## src/rtl/scs8hd_o21ai_bist_ctrl.sv

```systemverilog
// Self-test sequencer for one o21ai cell: walks all 8 input vectors, samples Y, counts mismatches.
// Optional FAIL_MAP_EN macro adds a sticky per-vector FAILMAP output.
module scs8hd_o21ai_bist_ctrl #(
    parameter int SETTLE_CYCLES = 2,
    parameter int ERR_W         = 4,
    parameter int LOOPS         = 1
) (
    input  logic             CLK,
    input  logic             RESET,
    input  logic             START,
    output logic             A1_O,
    output logic             A2_O,
    output logic             B1_O,
    input  logic             Y_I,
    output logic             BUSY,
    output logic             DONE,
    output logic             PASS,
    output logic [ERR_W-1:0] ERRCNT,
    output logic [2:0]       VEC
`ifdef FAIL_MAP_EN
    ,
    output logic [7:0]       FAILMAP
`endif
);

    typedef enum logic [1:0] {
        IDLE   = 2'd0,
        SETTLE = 2'd1,
        SAMPLE = 2'd2,
        FINISH = 2'd3
    } state_t;

    localparam logic [3:0] SETTLE_RELOAD = 4'(SETTLE_CYCLES - 1);
    localparam logic [7:0] LOOP_LAST     = 8'(LOOPS - 1);

    state_t           state_q, state_n;
    logic [3:0]       settle_q, settle_n;
    logic [7:0]       loop_q, loop_n;
    logic [2:0]       vec_q, vec_n;
    logic [ERR_W-1:0] errcnt_q, errcnt_n;
    logic             busy_q, busy_n;
    logic             done_q, done_n;
    logic             pass_q, pass_n;
    logic [7:0]       failmap_q, failmap_n;
    logic             exp_y;
    logic             mismatch;

    assign exp_y    = ~((vec_q[0] | vec_q[1]) & vec_q[2]);
    // Case inequality so an X/Z on the cell output is treated as a failure.
    assign mismatch = (Y_I !== exp_y);

    always_ff @(posedge CLK or posedge RESET) begin
        if (RESET) begin
            state_q   <= IDLE;
            settle_q  <= '0;
            loop_q    <= '0;
            vec_q     <= '0;
            errcnt_q  <= '0;
            busy_q    <= 1'b0;
            done_q    <= 1'b0;
            pass_q    <= 1'b0;
            failmap_q <= '0;
        end else begin
            state_q   <= state_n;
            settle_q  <= settle_n;
            loop_q    <= loop_n;
            vec_q     <= vec_n;
            errcnt_q  <= errcnt_n;
            busy_q    <= busy_n;
            done_q    <= done_n;
            pass_q    <= pass_n;
            failmap_q <= failmap_n;
        end
    end

    always_comb begin
        state_n   = state_q;
        settle_n  = settle_q;
        loop_n    = loop_q;
        vec_n     = vec_q;
        errcnt_n  = errcnt_q;
        busy_n    = busy_q;
        done_n    = done_q;
        pass_n    = pass_q;
        failmap_n = failmap_q;

        case (state_q)
            IDLE, FINISH: begin
                if (START) begin
                    errcnt_n  = '0;
                    vec_n     = '0;
                    loop_n    = '0;
                    done_n    = 1'b0;
                    pass_n    = 1'b0;
                    busy_n    = 1'b1;
                    failmap_n = '0;
                    settle_n  = SETTLE_RELOAD;
                    state_n   = SETTLE;
                end else if (state_q == FINISH) begin
                    // Result flags land one edge after entering FINISH, using the final count.
                    busy_n = 1'b0;
                    done_n = 1'b1;
                    pass_n = (errcnt_q == '0);
                    vec_n  = '0;
                end
            end
            SETTLE: begin
                if (settle_q == '0) begin
                    state_n = SAMPLE;
                end else begin
                    settle_n = settle_q - 4'd1;
                end
            end
            SAMPLE: begin
                if (mismatch) begin
                    failmap_n[vec_q] = 1'b1;
                    if (!(&errcnt_q)) begin
                        errcnt_n = errcnt_q + 1'b1;
                    end
                end
                if (vec_q != 3'd7) begin
                    vec_n    = vec_q + 3'd1;
                    settle_n = SETTLE_RELOAD;
                    state_n  = SETTLE;
                end else if (loop_q != LOOP_LAST) begin
                    loop_n   = loop_q + 8'd1;
                    vec_n    = '0;
                    settle_n = SETTLE_RELOAD;
                    state_n  = SETTLE;
                end else begin
                    state_n = FINISH;
                end
            end
            default: state_n = IDLE;
        endcase
    end

    assign A1_O   = vec_q[0];
    assign A2_O   = vec_q[1];
    assign B1_O   = vec_q[2];
    assign VEC    = vec_q;
    assign BUSY   = busy_q;
    assign DONE   = done_q;
    assign PASS   = pass_q;
    assign ERRCNT = errcnt_q;

`ifdef FAIL_MAP_EN
    assign FAILMAP = failmap_q;
`else
    logic unused_failmap;
    assign unused_failmap = ^failmap_q;
`endif

endmodule

```

## config.mk

```make
export PLATFORM = sky130hd
export DESIGN_NAME = scs8hd_o21ai_bist_ctrl
export DESIGN_NICKNAME = d
export VERILOG_FILES = /design/src/rtl/scs8hd_o21ai_bist_ctrl.sv
export SDC_FILE = /design/constraint.sdc
export NUM_CORES = 1
export LEC_CHECK = 0
export CORE_ASPECT_RATIO = 0.75
export CORE_MARGIN = 3
export CORE_UTILIZATION = 30
export DETAILED_ROUTE_END_ITERATION = 8
export HOLD_SLACK_MARGIN = 0.05
export SLEW_MARGIN = 10
export SYNTH_ARGS = -nofsm -noshare
export SYNTH_HDL_FRONTEND = slang
export SYNTH_SLANG_ARGS = --single-unit
```

## constraint.sdc

```tcl
create_clock -name CLK -period 3.8 [get_ports CLK]
set_input_delay 0.57 -clock CLK [delete_from_list [all_inputs] [get_ports CLK]]
set_output_delay 0.57 -clock CLK [all_outputs]
set_load 0.005 [all_outputs]
```

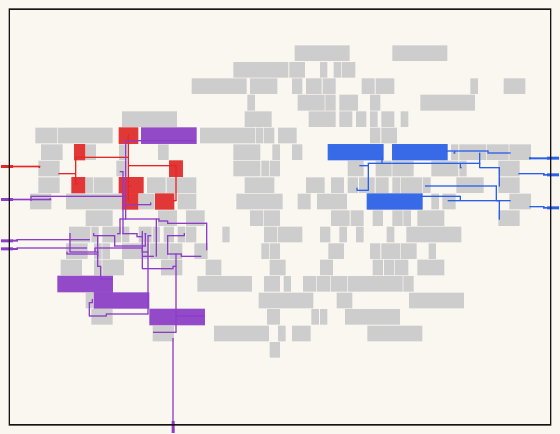
run_1/io_fan.png
legend:
  `START`:
    colour: red
    bits: 1
    direction: input
    edge: west
    end_cells: 7
    buffers: 1
    wire: 46.3 um
  `ERRCNT`:
    colour: purple
    bits: 4
    direction: output
    edge: 3 west, 1 south
    end_cells: 4
    buffers: 4
    wire: 252 um
  `VEC`:
    colour: blue
    bits: 3
    direction: output
    edge: east
    end_cells: 3
    buffers: 3
    wire: 94.6 um
Port Buf Inserts: 16
Top Ports: 17

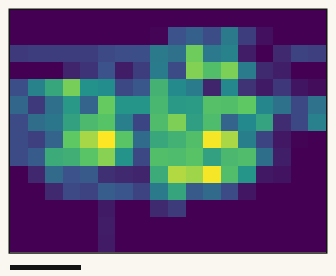
run_1/metal_density.png
Scale bar: 20 um. 18 x 14 tiles, from dark purple (low) to yellow (high), scaled to the fullest tile. Values are wire area over tile area, all layers added.
tiles over half the peak: 21%
nearly empty tiles: 39%
densest ninth of the die: centre
fullest tile: 0.34
mean over tiles: 0.082
emptiest ninth of the die: south-east
final wirelength: 3.20 mm
vias: 1234
global-route usage over all layers: 0.118
routed wire length per instance: 13.5 um

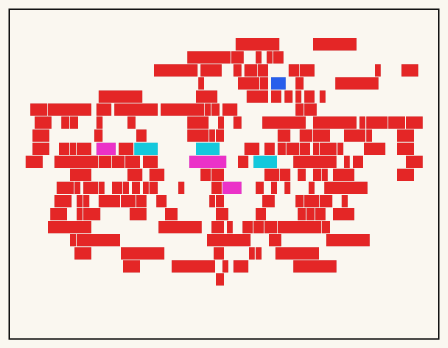
run_1/sizes.png
legend:
  _2 cells:
    colour: blue
    cells: 1
    share: 0.56%
    most_used: or3b_2
  _6 and larger:
    colour: cyan
    cells: 3
    share: 1.7%
    most_used: clkbuf_8
  _0 and _1 cells:
    colour: red
    cells: 170
    share: 96%
    most_used: dfrtp_1
  _3 and _4 cells:
    colour: magenta
    cells: 3
    share: 1.7%

==> flow_summary.yaml, run 1 <==
# physical design summary
clocking:
  clk_pin_slew_worst_paths_ns: 0.09
  cts_tree: "built"
  clk_latency_ns: 0.26
  postCtsSetupBuffers: 0
  clkSinkCount: 24
synthesis:
  ys_types: 46
  ys_cells: 166
  synthTopCellsByCount: "dfrtp_1, inv_1, ha_1, nand2_1, nand3_1"
  ff_type: "dfrtp_1"
  ys_seq_frac: 0.386
  yosysTopAreaCell: "dfrtp_1"
  ys_ff: 24
floorplan:
  die_w_um: 89.1
  n_tap_cell: 60
  core_um2: 4950
  die_area_um2: 6090
route:
  drtIter0Drc: 67
  vias_per_cell: 5.21
layout:
  utilization: 0.360
  area_growth_pct: 14.7
  combGateArea_um2: 838
  fillCellCount: 512
  seq_cells: 24
  n_all_buffers: 16
power:
  leakagePower_uw: 0.000742
  p_switching_uw: 375
  p_clk_frac: 0.158
  pwr-share-seq: 0.360
  netSwitchingFraction: 0.391
hold_path:
  holdPathStages: 1
  hold_class: "register to register"
final_timing:
  rsz0062_at_grt: "false"
  finalSetupTns_ns: 0
  hold_viol: 0
  worst_pin_slew_ns: 0.919
  fin_skew_ns: 0.00415
place:
  place.gp.congestion: 0.811
global_routing:
  first_global_vias: 1172
  grt_max_degree: 25
status:
  status: "completed"
-- run 1: power by group through the flow --
stage                     registers, uW  logic (uW)  clock network, uW
after floorplan                     343         347                  0
after global placement              351         460                  0
after detailed placement            349         464                  0
after CTS                           346         466                160
after global routing                355         533                166
final                               345         463                151
-- run 1: through the flow --
| stage | cells | instance area, um^2 | hold WS (ns) | setup WS (ns) | total power (uW) |
|---|---|---|---|---|---|
| after floorplan | 166 | 1550 | 0.463 | 1.98 | 690 |
| after global placement | 234 | 1740 | 0.495 | 1.53 | 811 |
| after detailed placement | 234 | 1740 | 0.489 | 1.49 | 814 |
| after CTS | 237 | 1780 | 0.510 | 1.50 | 972 |
| after global routing | 237 | 1780 | 0.522 | 1.27 | 1050 |
| final | 237 | 1780 | 0.507 | 1.51 | 959 |
-- run 1: cell usage in the layout, fill, tap and decap left out, drive strengths merged, types with 2 or more instances in the layout --
cell | synthesis | routed
clkbuf | 2 | 3
nand2b | 3 | 3
nor2b | 2 | 2
or3b | 2 | 2
nand3 | 7 | 7
a21o | 4 | 4
a21oi | 4 | 4
nor2 | 4 | 4
o22ai | 4 | 4
nand2 | 13 | 13
nand4 | 3 | 3
a41oi | 2 | 2
clkdlybuf4s50 | 0 | 16
and3 | 3 | 3
mux2i | 4 | 4
o21ai | 10 | 10
nor3 | 3 | 3
nand3b | 4 | 4
o221ai | 4 | 4
nor4 | 2 | 2
inv | 18 | 18
xnor2 | 2 | 2
dfrtp | 24 | 24
and2 | 3 | 3
o31ai | 3 | 3
ha | 13 | 13
-- run 1: worst paths after layout --
check | slack [ns] | from | endpoint
setup / recovery | 1.51 | state_q[0] | VEC[2]
hold / removal | 0.51 | settle_q[0] | settle_q[0]
setup reg to reg | 1.51 | state_q[0] | VEC[2]
hold reg to reg | 0.51 | settle_q[0] | settle_q[0]
max in group asynchronous | 2.43 | RESET | DONE
min in group asynchronous | 0.81 | RESET | settle_q[3]
-- run 1: cell families after synthesis --
family,Yosys count,synth area share
AND-OR/OR-AND,41,0.192
XOR/XNOR,3,0.0169
multiplexers,4,0.0258
AND/OR/NAND/NOR,55,0.200
flip-flops,24,0.386
buffers and inverters,26,0.0741
adder cells (fa/ha/maj),13,0.105
-- run 1: sequential cells by signal (all words and copies together) (netlist names) --
| signal | cells |
|---|---|
| ERRCNT | 4 |
| VEC | 3 |
| loop_q | 8 |
| BUSY | 1 |
| settle_q | 4 |
| state_q | 2 |
| DONE | 1 |
| PASS | 1 |
-- run 1: metal layers --
| metal | vias to the layer above | part of all wire | global-route usage |
|---|---|---|---|
| li1 | 617 | - | - |
| met1 | 587 | 0.56 | 0.181 |
| met2 | 28 | 0.40 | 0.166 |
| met3 | 2 | 0.040 | 0.0325 |
| met4 | 0 | 0.0053 | 0.0167 |
| met5 | - | 0 | 0 |
-- run 1: worst max-delay path, stage by stage, from the launching register on --
cell and delay (ns):
dfrtp_1 0.43, inv_1 0.07, ha_1 0.63, and2_1 0.25
and3_1 0.39, a21o_1 0.24, mux2i_1 0.19
==> run 1 -> run 2 <==
==> constraint.sdc (replaced) <==
create_clock -name CLK -period 2.1 [get_ports CLK]
set_input_delay 0.315 -clock CLK [delete_from_list [all_inputs] [get_ports CLK]]
set_output_delay 0.315 -clock CLK [all_outputs]
set_load 0.005 [all_outputs]
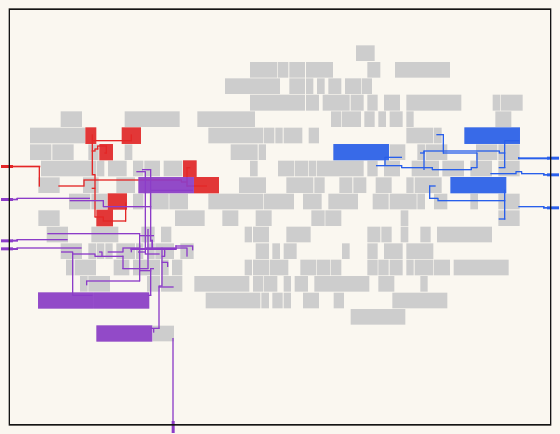
run_2/io_fan.png
legend:
  `VEC`:
    colour: blue
    bits: 3
    direction: output
    edge: east
    end_cells: 3
    buffers: 3
    wire: 101 um
  `START`:
    colour: red
    bits: 1
    direction: input
    edge: west
    end_cells: 7
    buffers: 2
    wire: 72.2 um
  `ERRCNT`:
    colour: purple
    bits: 4
    direction: output
    edge: 3 west, 1 south
    end_cells: 4
    buffers: 4
    wire: 226 um

==> run 2 against run 1 <==
Sequential share of layout area shrank 1.1 points. Final cell count grew 3.4%. Hold slack lost 0.12 ns. Critical endpoint is now loop_q[4]. First-iteration DRC count grew 12%. Maximum frequency grew 19%. Largest cell class unchanged. Core utilization grew 1.2 points. Count of clock-buffer cells in the layout is the same. Combinational power grew 96%. Global-route usage grew 0.45 points. Setup slack lost 1.3 ns.
==> flow_summary.yaml, run 2 <==
# physical design summary
worst_setup_path:
  crit_buf_inv: 1
  crit_slowest_cell: "dfrtp_2"
  max_stage_delay_ns: 0.42
  end_kind: "register"
  worst_setup_path_start_kind: "register"
  path_delay_family: "simple AND/OR/NAND/NOR gates"
  crit_chain: "inv_1, ha_1, or2b_4, nand2_1, or3b_4, o31ai_1"
layout:
  lay_top_cells: "dfrtp_1, inv_1, clkdlybuf4s50_1"
  fin_area_um2: 1840
  area_growth_pct: 18.7
  fillCellCount: 507
  combGateArea_um2: 838
  utilization: 0.372
  layout_top_cell: "dfrtp_1"
  top_register: "loop_q"
  largest_reg_flops: 8
clocking:
  clk_pin_slew_worst_paths_ns: 0.09
  cts_tree: "built"
  cts_resized: 0
  postCtsSetupBuffers: 0
  htreeDepth: 1
  clkSinkCount: 24
  clk_latency_ns: 0.27
place:
  place.gp.congestion: 0.813
  placed_area_um2: 1800
  portBuffers: 16
floorplan:
  core_um2: 4950
  ios: 17
  die_w_um: 89.1
  die_area_um2: 6090
final_timing:
  hold_viol: 0
  setup_viol: 0
  holdWs_ns: 0.389
  drv_slew: 0
  worst_pin_slew_ns: 0.584
  fin_skew_ns: 0.00280
  finalSetupTns_ns: 0
  rsz0062_at_grt: "false"
status:
  status: "completed"
global_routing:
  gr-usage-all-layers: 0.123
  grt_max_degree: 25
  first_global_vias: 1207
  grt_pass1_wl_mm: 5.80
  globalRoute.totalOverflow: 0
synthesis:
  yosysTopAreaCell: "dfrtp_1"
  ff_type: "dfrtp_1"
  synth_area_um2: 1550
  ys_types: 46
  avgSynthCellArea_um2: 9.36
  ys_cells: 166
  synthTopCellsByCount: "dfrtp_1, inv_1, ha_1, nand2_1, nand3_1"
  ys_ff: 24
  yosys-top-cells-area: "dfrtp_1, ha_1, inv_1"
  synth_top_cell_by_count: "dfrtp_1"
  ys_seq_frac: 0.386
  postSynthCellCount: 166
route:
  vias: 1240
  wire_per_inst_um: 13.3
  vias_per_cell: 5.06
  drtIter0Drc: 75
  wirelength_mm: 3.26
power:
  leakagePower_uw: 0.000781
  total_power_uw: 1820
hold_path:
  hold_class: "input pin to asynchronous set/reset pin"
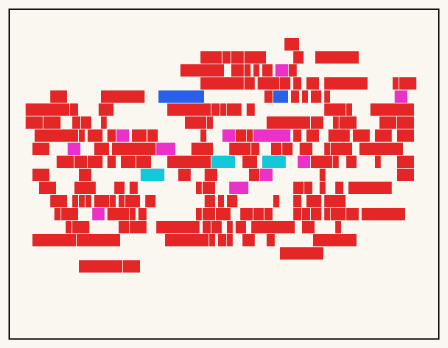
run_2/sizes.png
legend:
  _6 and larger:
    colour: cyan
    cells: 3
    share: 1.6%
    most_used: clkbuf_8
  _3 and _4 cells:
    colour: magenta
    cells: 11
    share: 5.9%
    most_used: buf_4
  _0 and _1 cells:
    colour: red
    cells: 169
    share: 91%
    most_used: dfrtp_1
  _2 cells:
    colour: blue
    cells: 2
    share: 1.1%

run 2: cell counts after synthesis:
Identical to the previous run, type by type.
run 2: final timing paths:
| kind | slack [ns] | from | depth (start not counted) | endpoint |
|---|---|---|---|---|
| setup / recovery | 0.18 | state_q[0] | 6 | loop_q[4] |
| hold / removal | 0.39 | RESET | 3 | VEC[1] |
| setup reg to reg | 0.18 | state_q[0] | 6 | loop_q[4] |
| hold reg to reg | 0.51 | settle_q[0] | 1 | settle_q[0] |
| max in group asynchronous | 1.44 | RESET | 3 | state_q[0] |
| min in group CLK | 0.51 | settle_q[0] | 1 | settle_q[0] |
run 2: tightest hold or removal path: cells and delay by family:
family / cells / cell delay (ns)
buf+inv: 3 / 0.75
run 2: kinds of logic after synthesis:
kind of cell | after synthesis | synth area share
xor+xnor | 3 | 0.0169
compound gates | 41 | 0.192
flops | 24 | 0.386
simple gates | 55 | 0.200
mux | 4 | 0.0258
fa+ha+maj | 13 | 0.105
buf+inv | 26 | 0.0741
run 2: cell type report:
| class | count | share of cell area |
|---|---|---|
| Inverter | 18 | 0.0366 |
| Clock buffer | 3 | 0.0224 |
| Sequential cell | 24 | 0.326 |
| Multi-Input combinational cell | 116 | 0.455 |
| Timing Repair Buffer | 24 | 0.119 |
| Tap cell | 60 | 0.0407 |
run 2: layer usage:
metal / vias to the layer above / global-route usage / wire length, um
li1: 629 / - / -
met1: 578 / 0.187 / 1860
met2: 31 / 0.168 / 1210
met3: 2 / 0.0373 / 168
met4: 0 / 0.0223 / 17
met5: - / 0 / 0
run 2: metrics by stage:
stage / cells / setup WS [ns]
after floorplan: 166 / 0.279
after global placement: 242 / 0.225
after detailed placement: 242 / 0.147
after CTS: 245 / 0.154
after global routing: 245 / 0.0229
final: 245 / 0.180
run 2: power by group:
part | internal (uW) | total [uW] | leakage [uW] | switching (uW)
clock | 128 | 278 | 0.0000216 | 149
combinational | 435 | 909 | 0.000440 | 474
sequential | 549 | 629 | 0.000320 | 79.3
total | 1110 | 1820 | 0.000781 | 702
==> run 2 -> run 3 <==
--- a/config.mk
+++ b/config.mk
@@ -9,7 +9,6 @@
 export CORE_MARGIN = 3
 export CORE_UTILIZATION = 30
 export DETAILED_ROUTE_END_ITERATION = 8
-export HOLD_SLACK_MARGIN = 0.05
 export SLEW_MARGIN = 10
 export SYNTH_ARGS = -nofsm -noshare
 export SYNTH_HDL_FRONTEND = slang
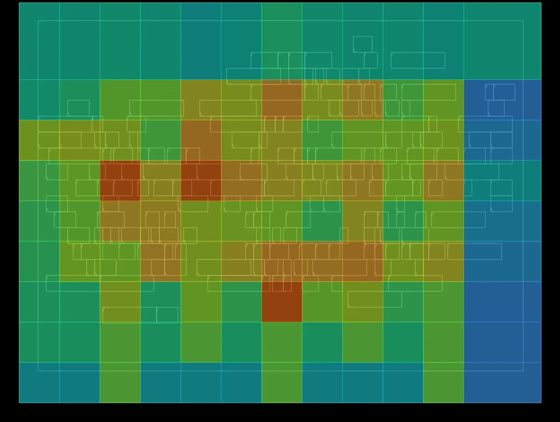
run_3/congestion.png
met2 usage in global routing: 0.168
busiest grt layer: met1
met3 GRT Util: 0.0373

==> run 3 against run 2 <==
Count of clock-buffer cells in the layout is the same. Critical path depth is the same. Sequential power about the same. Via count unchanged. Global-route usage unchanged. Final area is the same. Setup slack unchanged. Routed wire length unchanged. Final cell count unchanged. Sequential cell count unchanged. Area after synthesis is the same. Clock power hardly changed. Highest routed layer unchanged.
==> flow_summary.yaml, run 3 <==
# physical design summary
synthesis:
  postSynthCellCount: 166
  synthAoiAreaFrac: 0.192
  ys_sh_adder: 0.105
  logic_family: "simple AND/OR/NAND/NOR gates"
  xor_share: 0.0169
  synthMuxAreaShare: 0.0258
  synth_area_um2: 1550
  ys_cells: 166
  synthTopCellsByCount: "dfrtp_1, inv_1, ha_1, nand2_1, nand3_1"
  avgSynthCellArea_um2: 9.36
  ff_type: "dfrtp_1"
  ys_ff: 24
floorplan:
  ios: 17
  die_w_um: 89.1
route:
  wire_per_inst_um: 13.3
  drtIter0Drc: 75
  vias_per_cell: 5.06
  wirelength_mm: 3.26
clocking:
  clk_pin_slew_worst_paths_ns: 0.09
  postCtsSetupBuffers: 0
  htreeDepth: 1
  cts_resized: 0
  clk_latency_ns: 0.27
global_routing:
  first_global_vias: 1207
  grt_max_degree: 25
  grt_pass1_wl_mm: 5.80
  gr-usage-all-layers: 0.123
  globalRoute.totalOverflow: 0
final_timing:
  drv_slew: 0
  fin_skew_ns: 0.00280
  holdWs_ns: 0.389
  finalSetupTns_ns: 0
  setup_viol: 0
  rsz0062_at_grt: "false"
  hold_viol: 0
  worst_pin_slew_ns: 0.584
layout:
  lay_top_cells: "dfrtp_1, inv_1, clkdlybuf4s50_1"
  layout.cells.non_filler: 245
  layout_top_cell: "dfrtp_1"
power:
  leakagePower_uw: 0.000781
place:
  place.gp.congestion: 0.813
  portBuffers: 16
  placed_area_um2: 1800
status:
  status: "completed"
worst_setup_path:
  crit_path_end: "loop_q[4]"
  reg2reg_from: "state_q[0]"
  end_kind: "register"
  r2r_setup_slack_ns: 0.18
  r2r_cells: 6
hold_path:
  hold_class: "input pin to asynchronous set/reset pin"
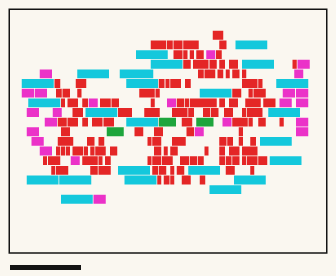
run_3/placement_by_type.png
Scale bar: 20 um.
legend:
  sequential cells:
    colour: cyan
    cells: 24
  combinational and other logic:
    colour: red
    cells: 134
  clock drivers:
    colour: green
    cells: 3
  remaining buffers and delay cells:
    colour: magenta
    cells: 24
sequential share of cell area: 0.326
Final Util: 0.372
Core Box Area: 4950 um^2
Final Cell Area: 1840 um^2
row cnt: 22

==> run 3: cell counts after synthesis <==
Identical to the previous run, type by type.
==> run 3: critical path, stage by stage (launching register included) <==
cell     delay [ns]
dfrtp_2        0.42
inv_1          0.05
ha_1           0.34
or2b_4         0.26
nand2_1        0.12
or3b_4         0.42
o31ai_1        0.22
==> run 3: routing by layer <==
metal / global-route usage / vias to the layer above / wire [um]
met4: 0.0223 / 0 / 17
li1: - / 629 / -
met5: 0 / - / 0
met3: 0.0373 / 2 / 168
met2: 0.168 / 31 / 1210
met1: 0.187 / 578 / 1860
==> run 3: metrics by stage <==
step / total power (uW) / setup slack [ns] / util
global route: 1990 / 0.0229 / 0.372
floorplan: 1250 / 0.279 / -
CTS: 1830 / 0.154 / 0.372
global placement: 1550 / 0.225 / 0.364
finish: 1820 / 0.180 / 0.372
detailed placement: 1540 / 0.147 / 0.364
==> run 3: cell type report <==
class	instances	share of cell area
inverters	18	0.0366
clock buffers	3	0.0224
well taps	60	0.0407
repair buffers	24	0.119
flip-flops and latches	24	0.326
multi-input cells	116	0.455
==> run 3: cells by family after synthesis <==
kind of cell               count (synthesis)
adders and majority gates                 13
buffers and inverters                     26
xor gates and xnor gates                   3
AOI/OAI and AO/OA                         41
muxes                                      4
and+or+nand+nor                           55
DFF                                       24
==> run 3: worst min-delay path by stage <==
stage,cells after the start,slack [ns],endpoint
final,3,0.39,VEC[1]
after global routing,3,0.42,settle_q[3]
after CTS,3,0.40,VEC[1]
after detailed placement,1,0.49,settle_q[0]
after global placement,1,0.50,settle_q[0]
after floorplan,1,0.33,BUSY
==> run 3: power by group <==
part	internal (uW)	switching, uW
Combinational	435	474
Sequential	549	79.3
Clock	128	149
Power is estimated from default activity; no workload was simulated.
